`config.mk`:
```
export PLATFORM = sky130hd
export DESIGN_NAME = setuphold_stim_gen_flat
export DESIGN_NICKNAME = d
export VERILOG_FILES = /design/src/rtl/setuphold_stim_if.sv /design/src/rtl/setuphold_stim_gen.sv /design/src/flat_wrapper.sv
export SDC_FILE = /design/constraint.sdc
export NUM_CORES = 1
export LEC_CHECK = 0
export CAP_MARGIN = 30
export CELL_PAD_IN_SITES_DETAIL_PLACEMENT = 1
export CELL_PAD_IN_SITES_GLOBAL_PLACEMENT = 1
export CORE_MARGIN = 8
export CORE_UTILIZATION = 43
export DETAILED_ROUTE_END_ITERATION = 16
export GPL_TIMING_DRIVEN = 0
export HOLD_SLACK_MARGIN = 0.15
export PLACE_DENSITY = 0.78
export SYNTH_ARGS = -nofsm -noshare
export SYNTH_HDL_FRONTEND = slang
export SYNTH_SLANG_ARGS = --single-unit
```
`constraint.sdc`:
```
create_clock -name clk -period 6.6 [get_ports clk]
set_input_delay 0.99 -clock clk [delete_from_list [all_inputs] [get_ports clk]]
set_output_delay 0.99 -clock clk [all_outputs]
set_load 0.02 [all_outputs]
```
`src/rtl/setuphold_stim_if.sv`:
```
// Handshake and stimulus bundle for setuphold_stim_gen.
// The master side issues a configuration with start; the slave side drives the
// generated clock/data/condition triple and the status strobes.
interface setuphold_stim_if #(
   parameter int CNT_W = 8,
   parameter int NUM_W = 16
);
   logic             start;
   logic [CNT_W-1:0] period;
   logic [CNT_W-1:0] setup_off;
   logic [CNT_W-1:0] hold_off;
   logic [NUM_W-1:0] num_edges;
   logic             cond_en;
   logic             clk_o;
   logic             data_o;
   logic             cond_o;
   logic             busy;
   logic             done;
   logic             err;

   modport master (
      output start, period, setup_off, hold_off, num_edges, cond_en,
      input  clk_o, data_o, cond_o, busy, done, err
   );

   modport slave (
      input  start, period, setup_off, hold_off, num_edges, cond_en,
      output clk_o, data_o, cond_o, busy, done, err
   );
endinterface

```
`src/rtl/setuphold_stim_gen.sv`:
```
// Setup/hold stimulus generator.
// One base-clock cycle is one tick. After an accepted start the block spends one
// period in PRE (clock low, leading data toggle setup_off ticks before the first
// rise), then one RUN period per rising edge: clock high for period>>1 ticks,
// trailing data toggle hold_off ticks after the rise, and the next leading toggle
// setup_off ticks before the following rise (skipped in the final period).
// Every output is registered and computed from the next state/tick, so the value
// seen in a cycle always corresponds to the tick held in that cycle.
module setuphold_stim_gen #(
   parameter int CNT_W = 8,
   parameter int NUM_W = 16
) (
   input logic             clk,
   input logic             rst,
   setuphold_stim_if.slave stim
);

   typedef enum logic [1:0] {
      IDLE = 2'd0,
      PRE  = 2'd1,
      RUN  = 2'd2
   } state_t;

   state_t           state_q, state_d;
   logic [CNT_W-1:0] tick_q, tick_d;
   logic [NUM_W-1:0] edges_q, edges_d;

   logic [CNT_W-1:0] period_q, period_d;
   logic [CNT_W-1:0] setup_q, setup_d;
   logic [CNT_W-1:0] hold_q, hold_d;
   logic             cfg_cond_q, cfg_cond_d;

   logic             clk_q, clk_d;
   logic             data_q, data_d;
   logic             cond_q, cond_d;
   logic             busy_q, busy_d;
   logic             done_q, done_d;
   logic             err_q, err_d;

   logic             accept;
   logic             cfg_ok;
   logic [CNT_W:0]   off_sum;
   logic [CNT_W-1:0] lead_tick;
   logic [CNT_W-1:0] high_ticks;

   // Start acceptance and configuration validity; the offset sum is one bit wider so it cannot wrap.
   always_comb begin
      accept  = (state_q == IDLE) && stim.start;
      off_sum = {1'b0, stim.setup_off} + {1'b0, stim.hold_off};
      cfg_ok  = (stim.period >= CNT_W'(4)) &&
                (stim.setup_off != '0) &&
                (stim.hold_off != '0) &&
                (off_sum < {1'b0, stim.period});
   end

   // Configuration capture: new values only on an accepted start, held for the whole sequence.
   always_comb begin
      period_d   = period_q;
      setup_d    = setup_q;
      hold_d     = hold_q;
      cfg_cond_d = cfg_cond_q;
      if (accept) begin
         period_d   = stim.period;
         setup_d    = stim.setup_off;
         hold_d     = stim.hold_off;
         cfg_cond_d = stim.cond_en;
      end
   end

   // Sequencer next state plus output values derived from the next state and tick.
   always_comb begin
      state_d = state_q;
      tick_d  = tick_q;
      edges_d = edges_q;
      done_d  = 1'b0;
      err_d   = 1'b0;

      case (state_q)
         IDLE: begin
            if (accept) begin
               if (!cfg_ok) begin
                  err_d = 1'b1;
               end else if (stim.num_edges == '0) begin
                  done_d = 1'b1;
               end else begin
                  state_d = PRE;
                  tick_d  = '0;
                  edges_d = stim.num_edges;
               end
            end
         end
         PRE: begin
            if (tick_q == period_q - CNT_W'(1)) begin
               state_d = RUN;
               tick_d  = '0;
            end else begin
               tick_d = tick_q + CNT_W'(1);
            end
         end
         RUN: begin
            if (tick_q == period_q - CNT_W'(1)) begin
               tick_d  = '0;
               edges_d = edges_q - NUM_W'(1);
               if (edges_q == NUM_W'(1)) begin
                  state_d = IDLE;
                  done_d  = 1'b1;
               end
            end else begin
               tick_d = tick_q + CNT_W'(1);
            end
         end
         default: begin
            state_d = IDLE;
            tick_d  = '0;
         end
      endcase

      // Leading toggle tick and clock-high length for the period being entered.
      lead_tick  = period_d - setup_d;
      high_ticks = period_d >> 1;

      data_d = data_q;
      clk_d  = 1'b0;
      case (state_d)
         PRE: begin
            if (tick_d == lead_tick) data_d = ~data_q;
         end
         RUN: begin
            clk_d = (tick_d < high_ticks);
            if (tick_d == hold_d) data_d = ~data_q;
            // edges_d already counts the current period, so 1 marks the final one.
            if ((tick_d == lead_tick) && (edges_d != NUM_W'(1))) data_d = ~data_q;
         end
         default: ;
      endcase

      busy_d = (state_d != IDLE);
      cond_d = busy_d & cfg_cond_d;
   end

   // Control, counters and registered outputs; reset returns everything to idle and zero.
   always_ff @(posedge clk) begin
      if (rst) begin
         state_q <= IDLE;
         tick_q  <= '0;
         edges_q <= '0;
         clk_q   <= 1'b0;
         data_q  <= 1'b0;
         cond_q  <= 1'b0;
         busy_q  <= 1'b0;
         done_q  <= 1'b0;
         err_q   <= 1'b0;
      end else begin
         state_q <= state_d;
         tick_q  <= tick_d;
         edges_q <= edges_d;
         clk_q   <= clk_d;
         data_q  <= data_d;
         cond_q  <= cond_d;
         busy_q  <= busy_d;
         done_q  <= done_d;
         err_q   <= err_d;
      end
   end

   // Latched configuration is plain data and needs no reset.
   always_ff @(posedge clk) begin
      period_q   <= period_d;
      setup_q    <= setup_d;
      hold_q     <= hold_d;
      cfg_cond_q <= cfg_cond_d;
   end

   assign stim.clk_o  = clk_q;
   assign stim.data_o = data_q;
   assign stim.cond_o = cond_q;
   assign stim.busy   = busy_q;
   assign stim.done   = done_q;
   assign stim.err    = err_q;

endmodule

```
`src/flat_wrapper.sv`:
```
// flat-port wrapper written by rule: the top's interface ports become plain ports
module setuphold_stim_gen_flat 
#(
   parameter int CNT_W = 8,
   parameter int NUM_W = 16
)
  (clk, rst, stim_start, stim_period, stim_setup_off, stim_hold_off, stim_num_edges, stim_cond_en, stim_clk_o, stim_data_o, stim_cond_o, stim_busy, stim_done, stim_err);
  setuphold_stim_if #(.CNT_W(CNT_W), .NUM_W(NUM_W)) stim_i ();
  input logic clk;
  input logic rst;
  input wire logic [$bits(stim_i.start)-1:0] stim_start;
  input wire logic [$bits(stim_i.period)-1:0] stim_period;
  input wire logic [$bits(stim_i.setup_off)-1:0] stim_setup_off;
  input wire logic [$bits(stim_i.hold_off)-1:0] stim_hold_off;
  input wire logic [$bits(stim_i.num_edges)-1:0] stim_num_edges;
  input wire logic [$bits(stim_i.cond_en)-1:0] stim_cond_en;
  output wire logic [$bits(stim_i.clk_o)-1:0] stim_clk_o;
  output wire logic [$bits(stim_i.data_o)-1:0] stim_data_o;
  output wire logic [$bits(stim_i.cond_o)-1:0] stim_cond_o;
  output wire logic [$bits(stim_i.busy)-1:0] stim_busy;
  output wire logic [$bits(stim_i.done)-1:0] stim_done;
  output wire logic [$bits(stim_i.err)-1:0] stim_err;
  assign stim_i.start = stim_start;
  assign stim_i.period = stim_period;
  assign stim_i.setup_off = stim_setup_off;
  assign stim_i.hold_off = stim_hold_off;
  assign stim_i.num_edges = stim_num_edges;
  assign stim_i.cond_en = stim_cond_en;
  assign stim_clk_o = stim_i.clk_o;
  assign stim_data_o = stim_i.data_o;
  assign stim_cond_o = stim_i.cond_o;
  assign stim_busy = stim_i.busy;
  assign stim_done = stim_i.done;
  assign stim_err = stim_i.err;
  setuphold_stim_gen #(.CNT_W(CNT_W), .NUM_W(NUM_W)) u_core (.clk(clk), .rst(rst), .stim(stim_i));
endmodule
```
==> impl_metrics.ini <==
; generated from flow reports
[status]
status = finished, final reports clean

[logic_synthesis]
yosys.area_share.simple = 0.215
ys_top_cells_by_area = dfxtp_1 (26%), ha_1 (11%), xnor2_1 (5.6%), inv_1 (4.5%), nor2_1 (4.5%)
ys.flops = 57
synthTopLogicFamily = simple AND/OR/NAND/NOR gates
synth_top_area_share = 0.259
common_cells = dfxtp_1 (57), inv_1 (53), nor2_1 (53)
synth_stat.cells = 527
yosysMostFrequentCell = dfxtp_1
syn_area_per_cell_um2 = 8.37
synthCells = 527
ys.flop_type = dfxtp_1
ys_sh_adder = 0.120

[route]
routedWlPerCell_um = 19.2
vias_per_cell = 5.72
vias = 4170

[final_timing]
tightest_slew_ns = 0.715
hold_viol_final = 0
worst_slack_ns = 0.478
holdWs_ns = 0.476

[global_routing]
antenna_found_initial = 0
grt_pass1_vias = 4503
grt_pass1_wl_mm = 23.1
grt_max_degree = 12

[layout]
design_area_mm2 = 0.00532
buf_share = 0.108
seq_share = 0.214
clock_area_frac = 0.0456
final_layout_size_suffix_gt1_frac = 0.0894
comb_area_mm2 = 0.00299
inv_count = 53

[power_and_ir_drop]
p_per_area_mw_per_mm2 = 262
peakVddDrop_mv = 0.162
p_sw_mw = 0.508
internal_power_mw = 0.888
power.leakage_nw = 2.26

[critical_path]
required_ns = 6.85
critPathSlowestCell = clkdlybuf4s50_1
path_max_fanout = 10

[clock_network]
cts.repair.resized = 0
cts-htree-levels = 3
clkTransAtPathRegs_ns = 0.07
cts_root_buf = clkbuf_8
cts_tree = done

[placement]
gp_congestion = 0.869

[die]
dieArea_mm2 = 0.0137
==> power groups by stage <==
stage | logic [mW] | clock network, mW | registers (mW)
floorplan | 0.393 | 0 | 0.428
global placement | 0.530 | 0 | 0.434
detailed placement | 0.552 | 0 | 0.438
CTS | 0.557 | 0.410 | 0.430
global route | 0.620 | 0.428 | 0.436
finish | 0.559 | 0.406 | 0.430
==> worst paths after layout <==
path / start / to / slack [ns] / cells after the start
setup / recovery: stim_hold_off[0] / u_core.stim.data_o / 0.48 / 25
hold / removal: u_core.cfg_cond_q / u_core.cfg_cond_q / 0.48 / 1
setup reg to reg: u_core.state_q[1] / u_core.stim.data_o / 0.71 / 22
hold reg to reg: u_core.cfg_cond_q / u_core.cfg_cond_q / 0.48 / 1
==> per-layer routing <==
| metal | global-route usage | routed length [um] |
|---|---|---|
| met5 | 0 | 0 |
| met4 | 0.0751 | 256 |
| met3 | 0.0410 | 580 |
| met2 | 0.365 | 6680 |
| met1 | 0.270 | 6480 |
==> sequential cells by signal (all words and copies together) (netlist names) <==
signal / flops
u_core.tick_q: 8
u_core.hold_q: 8
u_core.stim.cond_o: 1
u_core.stim.done: 1
u_core.stim.busy: 1
u_core.stim.err: 1
u_core.stim.clk_o: 1
u_core.period_q: 8
u_core.setup_q: 8
u_core.state_q: 2
u_core.cfg_cond_q: 1
u_core.stim.data_o: 1
u_core.edges_q: 16
==> cell usage in the layout (no fill, tap or decap), types with 12 or more instances in the layout <==
master	count
a21oi_1	17
clkdlybuf4s50_1	49
dfxtp_1	57
ha_1	39
inv_1	53
mux2i_1	14
nand2_1	30
nand3_1	12
nor2_1	53
nor4_1	14
o21ai_0	18
xnor2_1	28
xor2_1	15
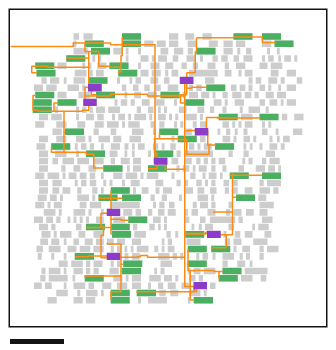
Figure 1: routed clock nets over the placement.
Scale bar: 20 um.
[cells driving clock nets] purple | count: 9
[flip-flops] green | count: 57
[clock wires] orange | length: 881 um
routed clock nets	10
worst skew pair latency: 0.35 ns
Clock Power Share: 0.291
clk_skew: 0.00890 ns

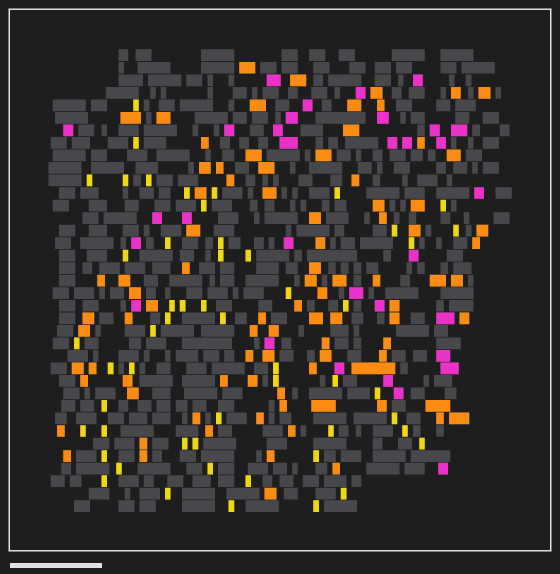
Figure 2: gate-type map.
Scale bar: 20 um.
family	color	cells
inverting AOI/OAI gates	orange	89
inverters	yellow	53
AND and OR gates	magenta	32
most frequent logic cell in the layout: dfxtp_1
Comb area share: 0.562
Finished Layout Cells: 729

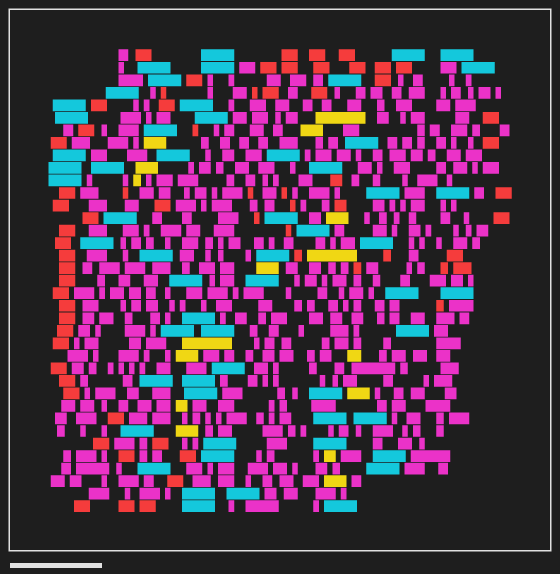
Figure 3: cells colored by class.
Scale bar: 20 um.
class	color	cells
other buffers and delay cells	red	66
clock drivers and dummy loads	yellow	16
flip-flops	cyan	57
all other logic	magenta	454

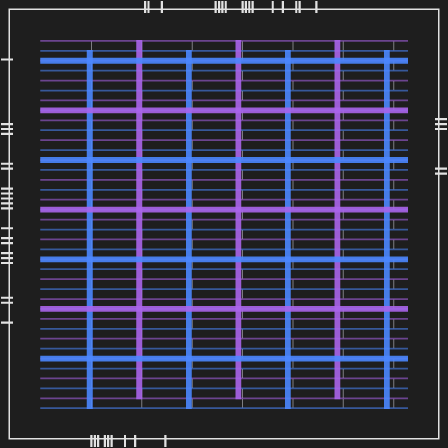
Figure 4: supply network.
Pins as bars on the die edge. Tap cells in gray.
net	color
VSS	blue
VDD	purple
signal pins	50
met4 straps	7
rows	37
met1 rails	38
chip height: 117 um
Die W: 117 um

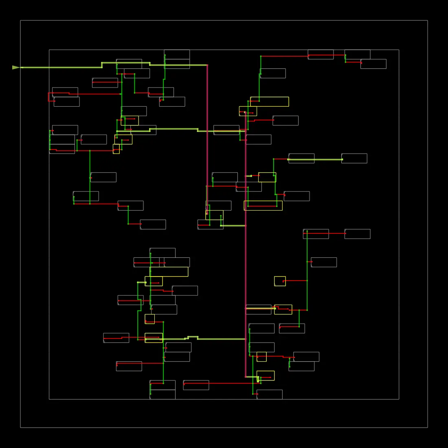
Figure 5: clock wiring as the flow saved it.
CTS Sinks: 57
TritonCTS buffer count: 9
clkbuf count: 9

Power figures rest on the tool's default switching activity, not on a simulated workload.
